[src/rtl/link_pkg.sv]
// Shared definitions for the serial test link (serializer and deserializer sides).
package link_pkg;

  localparam int                    LINK_WIDTH   = 8;
  localparam logic [LINK_WIDTH-1:0] SYNC_DEFAULT = 8'hA5;

  typedef enum logic [1:0] {
    HUNT    = 2'd0,
    CONFIRM = 2'd1,
    LOCKED  = 2'd2
  } link_state_e;

endpackage

[src/rtl/deserializer_aligner.sv]
// Serial-to-parallel receiver: hunts for the sync word, confirms word alignment,
// then delivers aligned payload words with a single-cycle valid strobe.
module deserializer_aligner
  import link_pkg::*;
#(
  parameter int               WIDTH      = LINK_WIDTH,
  parameter logic [WIDTH-1:0] SYNC_WORD  = SYNC_DEFAULT,
  parameter int               LOCK_COUNT = 2,
  parameter int               WCNT_W     = 16
) (
  input  logic              t_clk,
  input  logic              rst_n,
  input  logic              en,
  input  logic              serial_in,
  output logic [WIDTH-1:0]  data_out,
  output logic              data_valid,
  output logic              locked,
  output logic [WCNT_W-1:0] word_cnt
);

  localparam int CNT_W  = $clog2(WIDTH);
  localparam int SYNC_W = $clog2(LOCK_COUNT + 1);

  localparam logic [CNT_W-1:0]  LAST_BIT   = CNT_W'(WIDTH - 1);
  localparam logic [CNT_W-1:0]  FIRST_BIT  = CNT_W'(1);
  localparam logic [SYNC_W-1:0] SYNC_ONE   = SYNC_W'(1);
  localparam logic [SYNC_W-1:0] SYNC_FINAL = SYNC_W'(LOCK_COUNT - 1);

  logic [WIDTH-1:0]  shreg;
  logic [CNT_W-1:0]  bit_cnt;
  logic [SYNC_W-1:0] sync_cnt;
  logic              preamble;
  link_state_e       state;

  logic             boundary;
  logic             sync_match;
  logic [CNT_W-1:0] bit_cnt_nxt;

  assign boundary    = (bit_cnt == '0);
  assign sync_match  = (shreg == SYNC_WORD);
  assign bit_cnt_nxt = (bit_cnt == LAST_BIT) ? '0 : bit_cnt + 1'b1;

  // NOTE: every register here uses non-blocking assignment so each branch
  // reads the pre-edge shreg/bit_cnt, which is what the boundary decision relies on.
  always_ff @(posedge t_clk or negedge rst_n) begin
    if (!rst_n) begin
      shreg      <= '0;
      bit_cnt    <= '0;
      sync_cnt   <= '0;
      state      <= HUNT;
      data_out   <= '0;
      data_valid <= 1'b0;
      locked     <= 1'b0;
      word_cnt   <= '0;
      preamble   <= 1'b1;
    end else if (!en) begin
      // Disable is a synchronous copy of reset: any partial word is discarded.
      shreg      <= '0;
      bit_cnt    <= '0;
      sync_cnt   <= '0;
      state      <= HUNT;
      data_out   <= '0;
      data_valid <= 1'b0;
      locked     <= 1'b0;
      word_cnt   <= '0;
      preamble   <= 1'b1;
    end else begin
      shreg      <= {shreg[WIDTH-2:0], serial_in};
      data_valid <= 1'b0;

      unique case (state)
        HUNT: begin
          bit_cnt <= '0;
          if (sync_match) begin
            state    <= CONFIRM;
            bit_cnt  <= FIRST_BIT;
            sync_cnt <= SYNC_ONE;
          end
        end

        CONFIRM: begin
          bit_cnt <= bit_cnt_nxt;
          if (boundary) begin
            if (sync_match) begin
              sync_cnt <= sync_cnt + 1'b1;
              if (sync_cnt == SYNC_FINAL) begin
                state    <= LOCKED;
                locked   <= 1'b1;
                preamble <= 1'b1;
              end
            end else begin
              state    <= HUNT;
              sync_cnt <= '0;
              bit_cnt  <= '0;
            end
          end
        end

        LOCKED: begin
          bit_cnt <= bit_cnt_nxt;
          // Repeated sync words right after lock are preamble, not payload.
          if (boundary && !(preamble && sync_match)) begin
            preamble   <= 1'b0;
            data_out   <= shreg;
            data_valid <= 1'b1;
            if (word_cnt != '1) word_cnt <= word_cnt + 1'b1;
          end
        end

        default: begin
          state   <= HUNT;
          bit_cnt <= '0;
        end
      endcase
    end
  end

endmodule
[config.mk]
export PLATFORM = sky130hd
export DESIGN_NAME = deserializer_aligner
export DESIGN_NICKNAME = d
export VERILOG_FILES = /design/src/rtl/link_pkg.sv /design/src/rtl/deserializer_aligner.sv
export SDC_FILE = /design/constraint.sdc
export NUM_CORES = 1
export LEC_CHECK = 0
export ABC_CLOCK_PERIOD_IN_PS = 3400
export CAP_MARGIN = 25
export CORE_MARGIN = 2
export CORE_UTILIZATION = 57
export DETAILED_ROUTE_END_ITERATION = 7
export PLACE_DENSITY = 0.83
export SLEW_MARGIN = 10
export SYNTH_ARGS = -nofsm -noshare
export SYNTH_HDL_FRONTEND = slang
export SYNTH_SLANG_ARGS = --single-unit
[constraint.sdc]
create_clock -name t_clk -period 3.4 [get_ports t_clk]
set_input_delay 0.68 -clock t_clk [delete_from_list [all_inputs] [get_ports t_clk]]
set_output_delay 0.68 -clock t_clk [all_outputs]
set_load 0.01 [all_outputs]
**Run 1: placed standard cells**

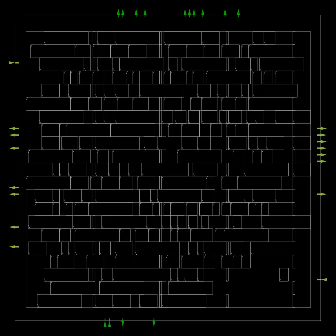
fraction of area in registers: 43.06%
number of standard cells in the final layout excluding fillers: 267
Tap Cells: 46

**Run 1: the metal 3 layer**

Scale bar: 20 um.
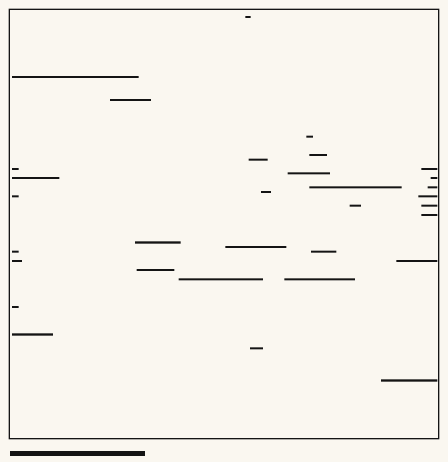
nets with wire on the layer: 22
longest straight run: 18.4 um
main direction: horizontal

==> notes.md, run 1 <==
Implementation results. The flow ran to the end, and the final reports show no timing, DRC or antenna violations. Total combinational power landed at 0.0258 mW. Measured against its own limit, the worst slew margin works out to between 50% and 60%.

Looking at the post-CTS report, the setup buffer insertion count equals 0. In the final layout, excluding clock buffers the buffer count is 32. Final worst-path cycle share landed at about 66%. Distinct cell type count of the synthesized netlist landed at around 40.

Clock buffer instance count of the final layout landed at 5. STA lists the maximum fanout along the critical path as 9. In this run the critical register-to-register path is captured at word_cnt[15]$_DFFE_PN0P_. Per-cell routed wire length landed at roughly 16 um.

Setup repair after global routing left no endpoint under its margin. In the final layout, the multi-input gates occupy ~890 um^2. The commonest register cell is dfrtp_1. Global routing finished with a remaining overflow of 0. The warning tally printed by Yosys for this design is 0.

The worst setup path is of the flop to flop kind. In the final run the clock tree shows a worst skew of 0.007895 ns. Synthesis produced a netlist whose cell count is 187. Counting flops with a built-in enable in the synthesized netlist gives 0. The number of buffers and inverters on the critical path is 1. Total track usage landed at between 20% and 30%. For reference, the critical path is launched at bit_cnt[0]$_DFF_PN0_. The H-tree was split into 2 levels. The worst register-to-register path begins at bit_cnt[0]$_DFF_PN0_.

Top-area cell type share of the netlist area landed at 51.25%. Setup slack on the worst path after placement came out at ~0.96 ns. Global routing consumed, on the met1 layer, 28.11% of the routing resources. Per the gpl log, the routability congestion estimate is around 0.78.

Share of the core filled by cells before placement landed at 59.52%. For flop-to-flop paths, the worst setup slack is about 1.1 ns. For this run, global-route usage on met2 was measured as 39.49%. Multi-input logic gates represent a cell area share of a little over a third. Clock latency on the worst-skew pair landed at between 0.3 and 0.4 ns.

Among all stages on the critical path, the largest delay is contributed by a311oi_4. Summing over every cut layer, the via total after detailed routing is 1546. Number of setup violations in the final report landed at 0. Synthesized net count landed at around 200. In the layout the commonest cells are dfrtp_1 (41), clkdlybuf4s50_1 (28), nor2_1 (26). The worst setup path is launched from a flop.

Looking at the area split, the leading class of cells is sequential cells. Final instance area landed at 0.002444 mm^2. Flip-flop and latch count after synthesis landed at around 42. Per the final layout report, the fraction of cells sized above drive strength 1 comes to 7.692%. Data on the critical path arrives at its endpoint at 2.55 ns. Maximum buffer depth of the clock tree landed at 2. Post-detailed-route count of antenna-violating nets landed at 0. Number of antenna violations at the first check in global routing landed at 0. The tree built by TritonCTS fans out to 42 sinks. Number of cells in Yosys stat landed at approximately 190. TritonCTS built the clock tree. Max-cap check violation count landed at 0. Per the OpenROAD floorplan log, the area of the core is ~0.0034 mm^2.

Among cell families on the critical path, the largest total delay comes from AND-OR/OR-AND gates. Once iteration 0 of detailed routing completed, the report listed between 100 and 150 DRC markers. The internal power of the cells totals roughly 0.66 mW. The placement stage leaves a total instance area of between 0.002 and 0.0025 mm^2. Share of the yosys chip area belonging to registers landed at 52.56%. Per the detail_route report, DRC violations left total 0. The tightest hold path in the finished design has a slack of ~0.26 ns.

The script extracted a total leakage power of roughly 1 nW. The cell area that synthesis handed to floorplanning was ~0.0020 mm^2. For reference, the critical path is captured by word_cnt[15]$_DFFE_PN0P_. The power report shows net switching accounting for between 20 and 25% of the total. The chip occupies between 0.004 and 0.005 mm^2.

Per the timing report, the achievable frequency comes out to approximately 440 MHz. The wire length recorded after detailed routing is ~4100 um. Worst-case vdd ir drop landed at around 0.26 mV. Power spread over the standard cell area amounts to about 350 mW/mm^2. Synthesized chip area reported by yosys landed at 0.002002 mm^2. The top cell type in the final layout, fill and taps aside, is dfrtp_1. For this run, the detailed router reports a per-instance via density of approximately 5.8.

The largest part of the power goes to registers. The final timing report lists a hold violation count of 0. The global routing report lists met3 layer usage as under 10%. In the post-route analysis, the smallest setup slack over all paths is approximately 1.1 ns. The root buffer cell chosen for the clock tree is clkbuf_4.

The floorplan report gives the top-level pin count as 30. Count of inverters not on the clock network in the layout landed at 8. Number of flip-flops and latches landed at between 40 and 50. Total number of cells along the worst setup path landed at 7.

Accumulated negative setup slack landed at 0 ns. Required time reported for the critical path endpoint landed at 3.69 ns. Power of the clock network landed at about 0.33 mW.
**Run 1: routed metal, one color a layer**

Scale bar: 20 um.
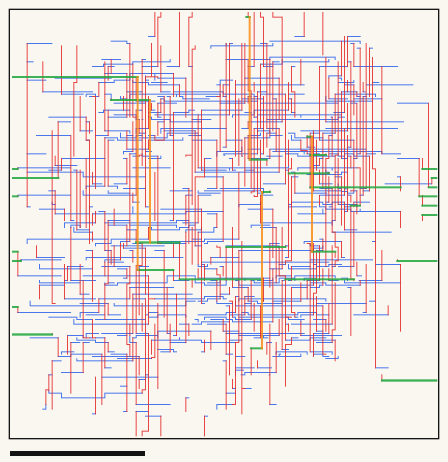
| color | layer | wire length |
|---|---|---|
| red | M2 | 2070 um |
| orange | M4 | 111 um |
| green | M3 | 140 um |
| blue | M1 | 1830 um |

**Run 1: ports around the boundary**

Scale bar: 20 um. Pins as bars across the die edge, other pins in gray.
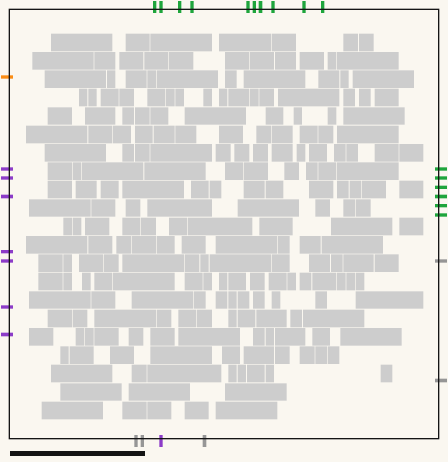
| color | port | pins | direction | edge |
|---|---|---|---|---|
| green | word_cnt | 16 | output | 10 top, 6 right |
| purple | data_out | 8 | output | 7 left, 1 bottom |
| orange | t_clk | 1 | input | left |
all pins by edge: 10 top, 8 left, 8 right, 4 bottom

## run 1: per-layer routing
layer  routed length [um]  vias up
met5                    0        -
met4                  110        0
met3                  140       11
met2                 2069       40
met1                 1827      765
li1                     -      730
## run 1: logic make-up (layout without fill, tap and decap cells)
family / after synthesis / count (layout) / synth area share, %
xor+xnor: 7 / 7 / 3.063
simple gates: 73 / 73 / 20.19
fa+ha+maj: 5 / 5 / 3.125
buf+inv: 14 / 48 / 2.812
compound gates: 36 / 36 / 13.25
flops: 42 / 42 / 52.56
mux: 10 / 10 / 5.000
## run 1: state kept, by name (all words and copies together), names as in the netlist
| name | cells |
|---|---|
| bit_cnt | 3 |
| state | 2 |
| word_cnt | 16 |
| data_valid | 1 |
| sync_cnt | 2 |
| locked | 1 |
| data_out | 8 |
| preamble | 1 |
| shreg | 8 |
==> inputs of run 2 (changes only) <==
--- a/config.mk
+++ b/config.mk
@@ -5,12 +5,12 @@
 export SDC_FILE = /design/constraint.sdc
 export NUM_CORES = 1
 export LEC_CHECK = 0
-export ABC_CLOCK_PERIOD_IN_PS = 3400
+export ABC_CLOCK_PERIOD_IN_PS = 1850
 export CAP_MARGIN = 25
 export CORE_MARGIN = 2
-export CORE_UTILIZATION = 57
+export CORE_UTILIZATION = 48
 export DETAILED_ROUTE_END_ITERATION = 7
-export PLACE_DENSITY = 0.83
+export PLACE_DENSITY = 0.75
 export SLEW_MARGIN = 10
 export SYNTH_ARGS = -nofsm -noshare
 export SYNTH_HDL_FRONTEND = slang
==> constraint.sdc (replaced) <==
create_clock -name t_clk -period 1.85 [get_ports t_clk]
set_input_delay 0.37 -clock t_clk [delete_from_list [all_inputs] [get_ports t_clk]]
set_output_delay 0.37 -clock t_clk [all_outputs]
set_load 0.01 [all_outputs]
**Run 2: routed metal, one color a layer**

Scale bar: 20 um.
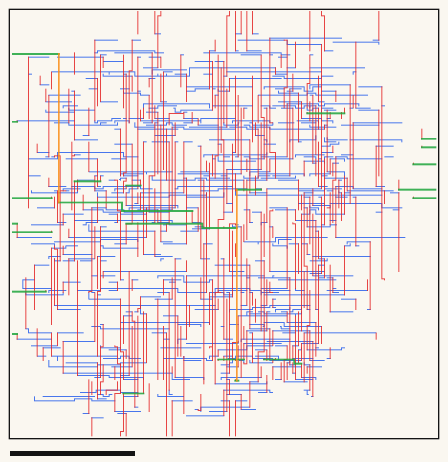
| color | layer | wire length |
|---|---|---|
| red | M2 | 2250 um |
| blue | M1 | 2020 um |
| orange | M4 | 54.4 um |
| green | M3 | 116 um |

==> run 2 against run 1 <==
Compared with the run above:
- sequential power up 84%
- worst setup slack worse by 1.1 ns
- largest power group unchanged
- routed wire length up 7.0%
- cell count up 15%
- total power up 120%
- core utilization down 1.4 points
- clock-buffer cell count unchanged
- clock skew down 0.0018 ns
- synthesized cell count unchanged
- synthesized area unchanged
- critical path depth unchanged
==> notes.md, run 2 <==
Implementation results. The flow ran to the end, and the final reports show no timing, DRC or antenna violations. For the worst reg-to-reg path, the startpoint reported by OpenROAD is bit_cnt[0]$_DFF_PN0_. The number of antenna violations at the first check in global routing was 0. Per the OpenROAD timing report, the critical path contains 7 cells. Grouping stages by cell kind, the critical path spends the most delay in AND-OR/OR-AND gates. Once routing completed, OpenROAD measured the worst setup slack at around 0.044 ns. Worst-case vdd ir drop landed at between 0.5 and 0.6 mV. Share of the final layout cell area in multi-input gates landed at 33.82%. The library cells used most frequently in the layout, excluding fill and tap cells, are dfrtp_1 (40), buf_4 (35), clkdlybuf4s50_1 (28).

Share of final-layout standard cells stronger than drive strength 1 landed at between 20% and 30%. Proportion of total power due to net switching landed at around 20%. The tree is rooted in a clkbuf_8. The final route contains approximately 1600 vias. Setup clock skew after layout landed at just over 0.006 ns. Synthesized net count landed at just under 200. Fraction of synthesized cell area in xor and xnor cells landed at under 10%. The largest individual stage delay along the critical path comes from the cell or4_1. Number of flip-flops and latches landed at around 42. Per the cell usage report, the commonest logic cell in the layout is dfrtp_1. Highest achievable clock rate landed at between 500 and 600 MHz. Internal power component landed at 1.483 mW. Buffer-and-inverter tally for the worst setup path landed at 1. STA lists the endpoint of the worst register-to-register path as word_cnt[15]$_DFFE_PN0P_. Synthesis inferred about 42 register bits. DRC violations left landed at 0. Among all cell classes, the greatest summed area belongs to sequential cells. The most critical setup path has its startpoint at bit_cnt[0]$_DFF_PN0_. The number of setup buffers added after CTS is 4. Final worst-path cycle share landed at 97.64%. In this run, the synthesized area fraction spent on adder and majority cells is recorded as about 3.1%.

According to the floorplan report, the total die area is 0.004703 mm^2. For reference, the final report shows the hold violation count at 0. Of the combinational cells, the family taking the most area is simple AND/OR/NAND/NOR gates. Setup repair after global routing could not meet its margin everywhere.

Violation count after the first detailed-routing iteration landed at approximately 110.
**Run 2: ports around the boundary**

Scale bar: 20 um. Pins as bars across the die edge, other pins in gray.
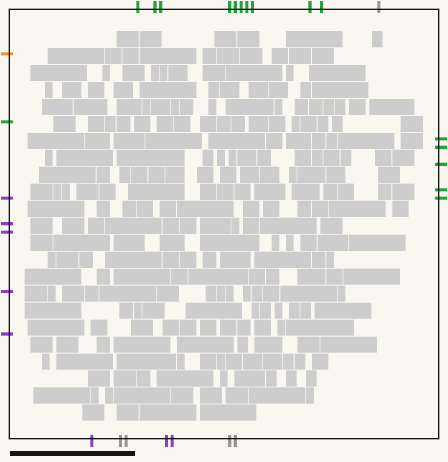
| color | port | pins | direction | edge |
|---|---|---|---|---|
| orange | t_clk | 1 | input | left |
| green | word_cnt | 16 | output | 10 top, 5 right, 1 left |
| purple | data_out | 8 | output | 5 left, 3 bottom |
all pins by edge: 11 top, 7 bottom, 7 left, 5 right

-- run 2: cells by family (layout without fill, tap and decap cells) --
family                   after synthesis  after routing
buffers and inverters                 14             84
AND/OR/NAND/NOR                       73             73
AND-OR/OR-AND                         36             36
XOR/XNOR                               7              7
multiplexers                          10             10
flip-flops                            42             42
adder cells (fa/ha/maj)                5              5
-- run 2: worst reg2reg max path: cells and delay by family (launching register included) --
kind | cells | cell delay (ns)
compound gates | 3 | 0.63
simple gates | 2 | 0.50
flops | 1 | 0.39
fa+ha+maj | 1 | 0.14
buf+inv | 1 | 0.07
-- run 2: layer usage --
layer	part of all wire, %	global-route usage (%)	wire [um]	up-vias
li1	-	-	-	802
met1	45	26.75	2017	785
met2	51	32.69	2250	30
met3	2.6	3.409	116	5
met4	1.2	7.500	54	0
met5	0	0	0	-
==> inputs of run 3 (changes only) <==
--- a/config.mk
+++ b/config.mk
@@ -7,8 +7,11 @@
 export LEC_CHECK = 0
 export ABC_CLOCK_PERIOD_IN_PS = 1850
 export CAP_MARGIN = 25
+export CORE_ASPECT_RATIO = 1.75
 export CORE_MARGIN = 2
 export CORE_UTILIZATION = 48
+export CTS_CLUSTER_DIAMETER = 30
+export CTS_CLUSTER_SIZE = 20
 export DETAILED_ROUTE_END_ITERATION = 7
 export PLACE_DENSITY = 0.75
 export SLEW_MARGIN = 10
**Run 3: the metal 3 layer**

Scale bar: 20 um.
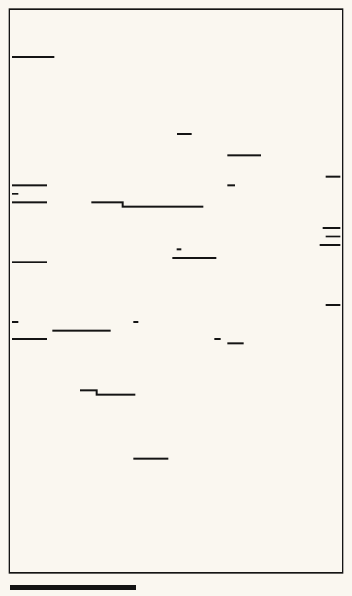
share of all routed wire: 2.2%
main direction: horizontal
nets with wire on the layer: 17
wire length on this layer: 99.9 um

==> run 3 against run 2 <==
Compared with the run above:
- the flow now finishes with violations (setup timing)
- worst hold slack better by 0.0069 ns
- via count down 0.18%
- routed wire length is 3.7% higher
- critical path depth did not move
- first-iteration DRC count shrank 70%
- worst setup slack got worse by 0.065 ns
- non-clock buffer count shrank 4
- sequential share of layout area grew 0.82 points
- total power is 14% lower
- maximum frequency is 3.5% lower
- clock-buffer cell count is 1 higher
- final area is 2.3% lower
- largest cell class unchanged
==> notes.md, run 3 <==
Implementation results. The flow ran to the end, but the final reports show violations. The checks that failed: setup timing. Summed over all failing endpoints, the final setup total negative slack is -0.02178 ns. Post-placement cell area landed at about 0.0025 mm^2. CTS H-tree depth landed at 2. Compound-gate portion of the synthesized area landed at 13.25%. Setup clock skew after layout landed at roughly 0.0078 ns. The routed wirelength on the met1 layer is recorded as 1862 um. The layout report lists the multi-input gate area as 968.4 um^2. Share of the final layout cell area in multi-input gates landed at roughly a third. Setup repair after global routing could not meet its margin everywhere.

Total track usage landed at 21.87%. Worst-case vdd ir drop landed at 0.4722 mV. The final timing report gives a worst setup slack of -0.02178 ns. Share of final-layout standard cells stronger than drive strength 1 landed at ~23%.

Final weighted congestion in routability-driven placement landed at 0.8136. After global routing, the most crowded layer is met2. Setup fix buffers added after clock tree synthesis landed at 2. Total met2 wirelength after detailed routing landed at approximately 2500 um. Met3 usage in global routing landed at approximately 3.5%. Final worst-path cycle share landed at 101.2%. The register with the most flip-flops in the layout has 16 of them.

The largest registers in the layout are word_cnt: 16 flops, data_out: 8 flops, shreg: 8 flops. Number of setup violations in the final report landed at 1. In the synthesized netlist the dominant register cell turns out to be dfrtp_1. Synthesized net count landed at ~200.

Detailed routing placed a total of roughly 100 um of wire on met3. Hold slack landed at 0.03967 ns. Count of inverters not on the clock network in the layout landed at 8. Grouping non-sequential cells by family puts the most area in simple AND/OR/NAND/NOR gates. For this run, the detailed router reports a per-instance via density of approximately 5.4. The DRC violation total left in the routed layout is recorded as 0. In the layout the commonest cells are dfrtp_1 (41), buf_4 (32), clkdlybuf4s50_1 (28). Grouping stages by cell kind, the critical path spends the most delay in AND-OR/OR-AND gates. Together, buffers and inverters on the worst path number 1. Along the worst path, the maximum fanout reaches 7. Per the cell usage report, the commonest logic cell in the layout is dfrtp_1.

Total congestion overflow landed at 0. Power of the clock network landed at slightly above 0.6 mW.
**Run 3: routed metal, one color a layer**

Scale bar: 20 um.
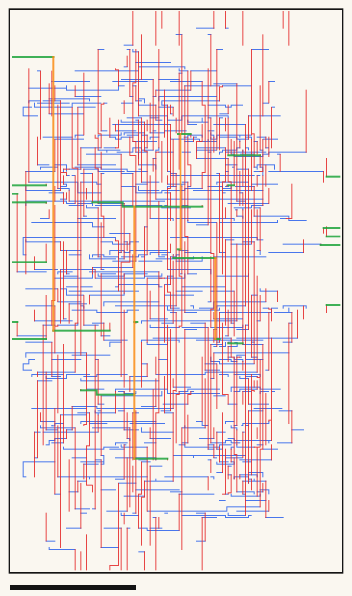
| color | layer | wire length |
|---|---|---|
| orange | M4 | 115 um |
| blue | M1 | 1860 um |
| green | M3 | 99.9 um |
| red | M2 | 2530 um |

## run 3: final timing paths
path,startpoint,to,slack [ns],cells past startpoint
worst max-delay path,bit_cnt[1]$_DFF_PN0_,word_cnt[15]$_DFFE_PN0P_,-0.02,7
worst max register to register,bit_cnt[1]$_DFF_PN0_,word_cnt[15]$_DFFE_PN0P_,-0.02,7
min in group t_clk,locked$_DFFE_PN0P_,locked$_DFFE_PN0P_,0.50,2
worst min register to register,locked$_DFFE_PN0P_,locked$_DFFE_PN0P_,0.50,2
worst min-delay path,rst_n,state[1]$_DFFE_PN0P_,0.04,2
max in group asynchronous,rst_n,preamble$_DFFE_PN1P_,1.55,2

==> screenshots <==
Drive-strength map.
Scale bar: 20 um.
image #1
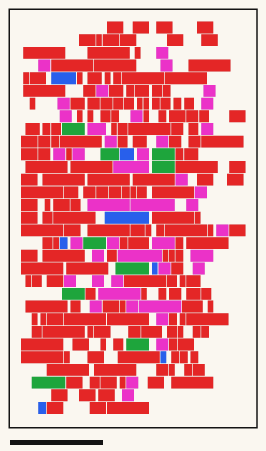
image #2
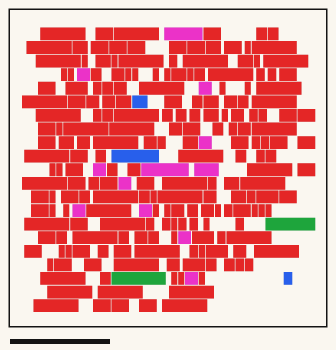
image #3
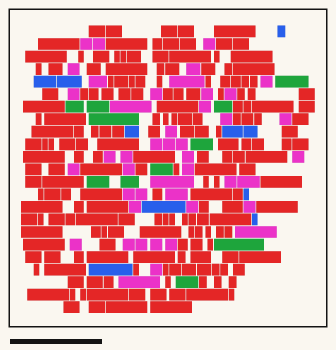
The one with the smallest die is image #2.
image #2: run 1
image #1: run 3
image #3: run 2

No activity file was given, so power comes from the tool's default toggle rates.
